File: config.mk
export PLATFORM = sky130hd
export DESIGN_NAME = pipe_skid_stage
export DESIGN_NICKNAME = d
export VERILOG_FILES = /design/src/rtl/pipe_pkg.sv /design/src/rtl/pipe_entry_reg.sv /design/src/rtl/pipe_skid_stage.sv
export SDC_FILE = /design/constraint.sdc
export NUM_CORES = 1
export LEC_CHECK = 0
export CAP_MARGIN = 40
export CORE_MARGIN = 1
export CORE_UTILIZATION = 35
export DETAILED_ROUTE_END_ITERATION = 10
export SLEW_MARGIN = 15
export SYNTH_ARGS = -nofsm -noshare
export SYNTH_HDL_FRONTEND = slang
export SYNTH_SLANG_ARGS = --single-unit
File: constraint.sdc
create_clock -name Clock_i -period 2.91 [get_ports Clock_i]
set_input_delay 0.582 -clock Clock_i [delete_from_list [all_inputs] [get_ports Clock_i]]
set_output_delay 0.582 -clock Clock_i [all_outputs]
set_load 0.05 [all_outputs]
File: src/rtl/pipe_pkg.sv
// Shared definitions for the parametrised pipeline-stage registers.
// The state encoding doubles as the occupancy count reported by each stage.
package pipe_pkg;

    localparam logic [1:0] ST_EMPTY = 2'd0;
    localparam logic [1:0] ST_FULL  = 2'd1;
    localparam logic [1:0] ST_SKID  = 2'd2;

    // Field widths shared by every pipeline stage unless overridden
    localparam int PIPE_CTRL_W = 2;
    localparam int PIPE_DATA_W = 64;
    localparam int PIPE_RD_W   = 5;

    typedef enum logic [1:0] {
        S_EMPTY = ST_EMPTY,
        S_FULL  = ST_FULL,
        S_SKID  = ST_SKID
    } skid_state_t;

endpackage

File: src/rtl/pipe_entry_reg.sv
// One storage entry of a pipeline stage: a {ctrl,data,rd} payload register with
// a load enable plus a valid bit. The payload is only ever zeroed by reset so a
// drained entry keeps presenting its last data; the valid bit alone says whether
// the entry holds a live instruction.
module pipe_entry_reg
    import pipe_pkg::*;
#(
    parameter int CTRL_W = PIPE_CTRL_W,
    parameter int DATA_W = PIPE_DATA_W,
    parameter int RD_W   = PIPE_RD_W
) (
    input  logic              Clock_i,
    input  logic              Reset_i,
    input  logic              load,
    input  logic              clear,
    input  logic [CTRL_W-1:0] next_ctrl,
    input  logic [DATA_W-1:0] next_data,
    input  logic [RD_W-1:0]   next_rd,
    output logic              valid,
    output logic [CTRL_W-1:0] ctrl,
    output logic [DATA_W-1:0] data,
    output logic [RD_W-1:0]   rd
);

    // Payload capture: load on demand, otherwise hold the last value
    always_ff @(posedge Clock_i) begin
        if (Reset_i) begin
            ctrl <= '0;
            data <= '0;
            rd   <= '0;
        end else if (load) begin
            ctrl <= next_ctrl;
            data <= next_data;
            rd   <= next_rd;
        end
    end

    // Valid bit: set by a load, dropped by a synchronous clear (load wins)
    always_ff @(posedge Clock_i) begin
        if (Reset_i) begin
            valid <= 1'b0;
        end else if (load) begin
            valid <= 1'b1;
        end else if (clear) begin
            valid <= 1'b0;
        end
    end

endmodule

File: src/rtl/pipe_skid_stage.sv
// Generic pipeline-stage register with valid/ready handshake, optional 2-entry
// skid buffer, synchronous flush and bubbling of the control/rd fields.
// With SKID_EN=1 the upstream ready depends only on local state, stall and
// flush, never on out_ready_i, which breaks the ready path between stages.
module pipe_skid_stage
    import pipe_pkg::*;
#(
    parameter int CTRL_W  = PIPE_CTRL_W,
    parameter int DATA_W  = PIPE_DATA_W,
    parameter int RD_W    = PIPE_RD_W,
    parameter bit SKID_EN = 1'b1
) (
    input  logic              Clock_i,
    input  logic              Reset_i,
    input  logic              stall_i,
    input  logic              flush_i,
    input  logic              in_valid_i,
    output logic              in_ready_o,
    input  logic [CTRL_W-1:0] in_ctrl_i,
    input  logic [DATA_W-1:0] in_data_i,
    input  logic [RD_W-1:0]   in_rd_i,
    output logic              out_valid_o,
    input  logic              out_ready_i,
    output logic [CTRL_W-1:0] out_ctrl_o,
    output logic [DATA_W-1:0] out_data_o,
    output logic [RD_W-1:0]   out_rd_o,
    output logic [1:0]        occupancy_o
);

    skid_state_t state, state_n;
    logic [1:0]  state_bits;
    logic        state_bad;

    logic        accept, fire;
    logic        main_load, main_clear, main_from_skid;
    logic        skid_load, skid_clear;

    logic              main_v, skid_v;
    logic [CTRL_W-1:0] main_ctrl, skid_ctrl, main_next_ctrl;
    logic [DATA_W-1:0] main_data, skid_data, main_next_data;
    logic [RD_W-1:0]   main_rd, skid_rd, main_next_rd;

    assign state_bits  = state;
    assign state_bad   = (state_bits == 2'b11);
    assign occupancy_o = state_bits;

    // Handshake: in skid mode ready is purely local; in single mode it looks through to downstream
    always_comb begin
        if (SKID_EN) begin
            in_ready_o = (state != S_SKID) && !stall_i && !flush_i;
        end else begin
            in_ready_o = (!main_v || out_ready_i) && !stall_i && !flush_i;
        end
    end

    assign out_valid_o = main_v && !stall_i;
    assign accept      = in_valid_i && in_ready_o;
    assign fire        = out_valid_o && out_ready_i;

    // Bubbles present ctrl/rd as zero so downstream sees an explicit NOP; data just holds
    assign out_ctrl_o = out_valid_o ? main_ctrl : '0;
    assign out_rd_o   = out_valid_o ? main_rd   : '0;
    assign out_data_o = main_data;

    // The main entry refills either from the input or from the skid entry when draining
    assign main_next_ctrl = main_from_skid ? skid_ctrl : in_ctrl_i;
    assign main_next_data = main_from_skid ? skid_data : in_data_i;
    assign main_next_rd   = main_from_skid ? skid_rd   : in_rd_i;

    // State register
    always_ff @(posedge Clock_i) begin
        if (Reset_i) begin
            state <= S_EMPTY;
        end else begin
            state <= state_n;
        end
    end

    // Next state and entry control: flush (or an illegal state) empties everything, stall holds
    always_comb begin
        state_n        = state;
        main_load      = 1'b0;
        main_clear     = 1'b0;
        main_from_skid = 1'b0;
        skid_load      = 1'b0;
        skid_clear     = 1'b0;
        if (flush_i || state_bad) begin
            state_n    = S_EMPTY;
            main_clear = 1'b1;
            skid_clear = 1'b1;
        end else if (!stall_i) begin
            case (state)
                S_EMPTY: begin
                    if (accept) begin
                        main_load = 1'b1;
                        state_n   = S_FULL;
                    end
                end
                S_FULL: begin
                    if (accept && fire) begin
                        main_load = 1'b1;
                    end else if (accept && SKID_EN) begin
                        skid_load = 1'b1;
                        state_n   = S_SKID;
                    end else if (fire) begin
                        main_clear = 1'b1;
                        state_n    = S_EMPTY;
                    end
                end
                S_SKID: begin
                    if (fire) begin
                        if (skid_v) begin
                            main_load      = 1'b1;
                            main_from_skid = 1'b1;
                            skid_clear     = 1'b1;
                            state_n        = S_FULL;
                        end else begin
                            main_clear = 1'b1;
                            state_n    = S_EMPTY;
                        end
                    end
                end
                default: begin
                    state_n = S_EMPTY;
                end
            endcase
        end
    end

    pipe_entry_reg #(
        .CTRL_W (CTRL_W),
        .DATA_W (DATA_W),
        .RD_W   (RD_W)
    ) u_main (
        .Clock_i   (Clock_i),
        .Reset_i   (Reset_i),
        .load      (main_load),
        .clear     (main_clear),
        .next_ctrl (main_next_ctrl),
        .next_data (main_next_data),
        .next_rd   (main_next_rd),
        .valid     (main_v),
        .ctrl      (main_ctrl),
        .data      (main_data),
        .rd        (main_rd)
    );

    pipe_entry_reg #(
        .CTRL_W (CTRL_W),
        .DATA_W (DATA_W),
        .RD_W   (RD_W)
    ) u_skid (
        .Clock_i   (Clock_i),
        .Reset_i   (Reset_i),
        .load      (skid_load),
        .clear     (skid_clear),
        .next_ctrl (in_ctrl_i),
        .next_data (in_data_i),
        .next_rd   (in_rd_i),
        .valid     (skid_v),
        .ctrl      (skid_ctrl),
        .data      (skid_data),
        .rd        (skid_rd)
    );

endmodule

==> images/layer_met1.png <==
Scale bar: 50 um. Supply wires on this layer in grey.
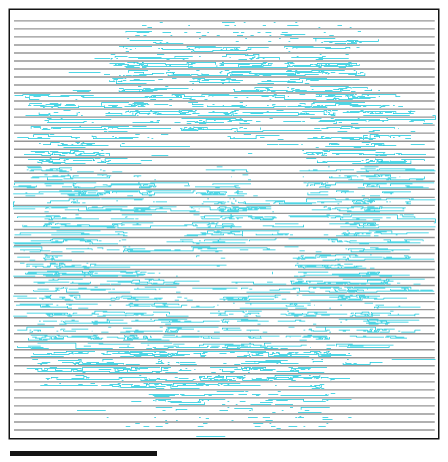
- wire length on this layer: 9140 um
- main direction: horizontal
- longest straight run: 44.6 um
- nets with wire on the layer: 923
final wirelength: 19.2 mm
total number of vias: 6235

==> images/layer_met2.png <==
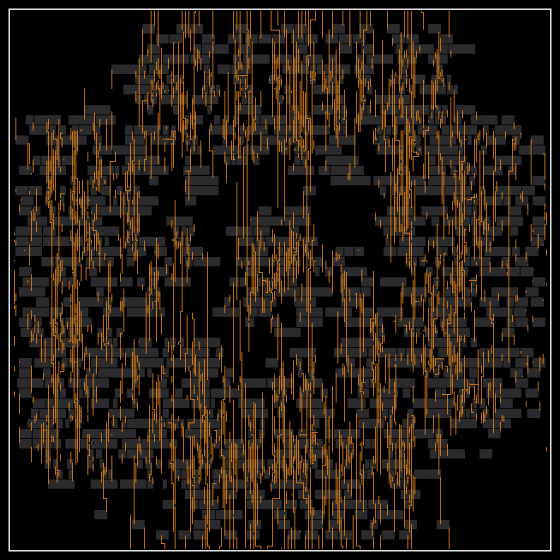
- nets with wire on the layer: 818
- share of all routed wire: 46%
- wire length on this layer: 8760 um
- main direction: vertical
- longest straight run: 51.3 um
met2 Resource Use GR: 0.296

==> Slide: Implementation Results <==
Physical Implementation Snapshot

Timing
  – Worst hold slack: about 450 ps
  – FMAX: around 0.37 GHz
  – Worst Slack Setup Final: between 150 and 200 ps
  – Hold Fails Final Rpt: 0
  – Max transition margin: 0.633
  – Count of final setup violators: 0
  – Fin crit period: around 2700 ps
  – Setup TNS: 0 ps
  – Post-Route Skew: between 9 and 10 ps
  – Worst slew pin tran: between 500 and 600 ps
  – Cycle use final: 0.933

Global routing
  – Grt met1 use: 0.240
  – Total gr overflow: 0
  – Number of global-route vias before repair: approximately 6000
  – Busiest grt layer: met2
  – Met3 Resource Use GR: 0.0440
  – GRT Total Usage: 0.183
  – Initial antenna violation count: 0
  – First-pass GRT wire length: between 30 and 40 mm

Synth
  – Top cells by count: dfxtp_1, a21oi_1, nand2_1
  – Cells after Synth: between 800 and 900
  – Number of flops mapped to enable cells by yosys: 0
  – Floorplan Nets: 925
  – Area contributors post-synth: dfxtp_1, mux2_4, a21oi_1
  – # Cells Yosys: roughly 840
  – Synth unique cells: 38
  – Synthesized cell area: ~7000 um2
  – Compound Share, Synth: 0.165
  – Register share after synthesis: 0.408
  – Ys flops: 146
  – Yosys top cell area share: 0.408
  – Area reported by Yosys stat: between 7000 and 8000 um2
  – Count leader, synth: dfxtp_1
  – Synth warn: 0
  – Fraction of registers with async set/reset: 0
  – Avg Inst Size Synth: 8.49 um2

Floorplanning
  – Die extent in x: between 100 and 150 um
  – Well-Tap Cells: around 270
  – Io pins: approximately 150
  – Die y size: roughly 150 um
  – Site row count: about 51
  – Chip area: 21100 um2
  – Initial Util: 0.362

Route
  – Routed Antenna Nets: 0
  – Highest routed layer: met4
  – Met3 WL: ~1.1 mm
  – WL met2: about 8.8 mm
  – DRC violations left: 0
  – Met1 WL: around 9.1 mm
  – 1st-iter DRT viols: 345
  – WL/cell: about 16 um
  – Vias/cell: just over 5
  – Drt pass-1 iters: 4

Min path
  – WHS Endpoint: u_skid.data[33]
  – Worst Hold Launch: u_skid.data[33]
  – Hold Path Depth: 2

Finish
  – Number of non-clock inverters in the layout: 5
  – Fillers: ~1900
  – Most frequent cells in the layout: dfxtp_1, a21oi_1, nand2_1
  – Comb_multi_in: about 610
  – Commonest Layout Cell: dfxtp_1
  – Synth-to-Final Area Change: 34.2%
  – Storage cell area: 2920 um2
  – Non-Filler Instances: approximately 1200
  – Combinational gate area: ~3900 um2
  – Layout net count: 1035
  – Flops: approximately 150
  – Largest class: combinational gates
  – Clock buffer cells: 22
  – Non-CTS buffers: 171
  – Layout cells sized above 1: 0.148
  – Diodes inserted: 0
  – Layout clock area frac: 0.0666
  – Comb area share: 0.401
  – Seq/total area: 0.304
  – Largest registers: u_main.data x64, u_skid.data x64

Critical path
  – Slowest cell on crit path: clkdlybuf4s50_1
  – CP startpoint kind: primary input
  – Critical path depth: 6
  – Worst R2R End: u_main.data[34]
  – CP required: ~2300 ps
  – Worst Setup End Kind: output port
  – R2R Path Start: occupancy_o[0]
  – Critical Path End: out_rd_o[0]
  – CP cell instances: clkdlybuf4s50_1 -> buf_4 -> nor2b_1 -> buf_4 -> and2_1 -> buf_12
  – Slowest stage delay, CP: roughly 600 ps
  – Critical path's most frequent cell: buf_4
  – CP delay by family, top: buffers and inverters
  – CP Data Arrival Time: ~2100 ps
  – Critical path type: primary input to output port
  – FF-to-FF path depth: 7
  – Critical path startpoint: stall_i
  – Max FO, Critical Path: 9
  – Reg2Reg Setup Slack: a little under 600 ps

Clock network
  – CTS tree: done
  – Worst-path clk slew: ~60 ps
  – Total setup buffers inserted after CTS: 0
  – H-tree depth: 4
  – TritonCTS buffer count: 17
  – Worst-case clock buffer depth: 2
  – Clock sink count: roughly 150
  – Root Driver: clkbuf_16
  – Post-CTS sizing: 0
  – CTS Hold Bufs: 0

Power
  – Flop pwr share: 0.422
  – Largest power group: the clock network
  – Clock network power share: 0.492
  – NetSw: 1.12 mW
  – Sw frac: 0.233
  – Clk. pwr: between 2 and 2.5 mW
  – Pwr/cell area: 499 nW/um2
  – Seq pwr: 2.02 mW
  – LEAKAGE: roughly 3.6 nW
  – Combinational fraction of design power: 0.086
  – Internal cell power: 3.68 mW

Placement
  – Final GP Congestion: 0.725
  – Port Buffers: 151
  – DP Wirelength: 11.3 mm
  – Placement-stage cell area: approximately 9000 um2

Outcome
  – Outcome: complete, no violations

Flow run
  – Tool warnings: 29
  – Max Cap Violations: 0
Power and IR drop assume default switching activity.
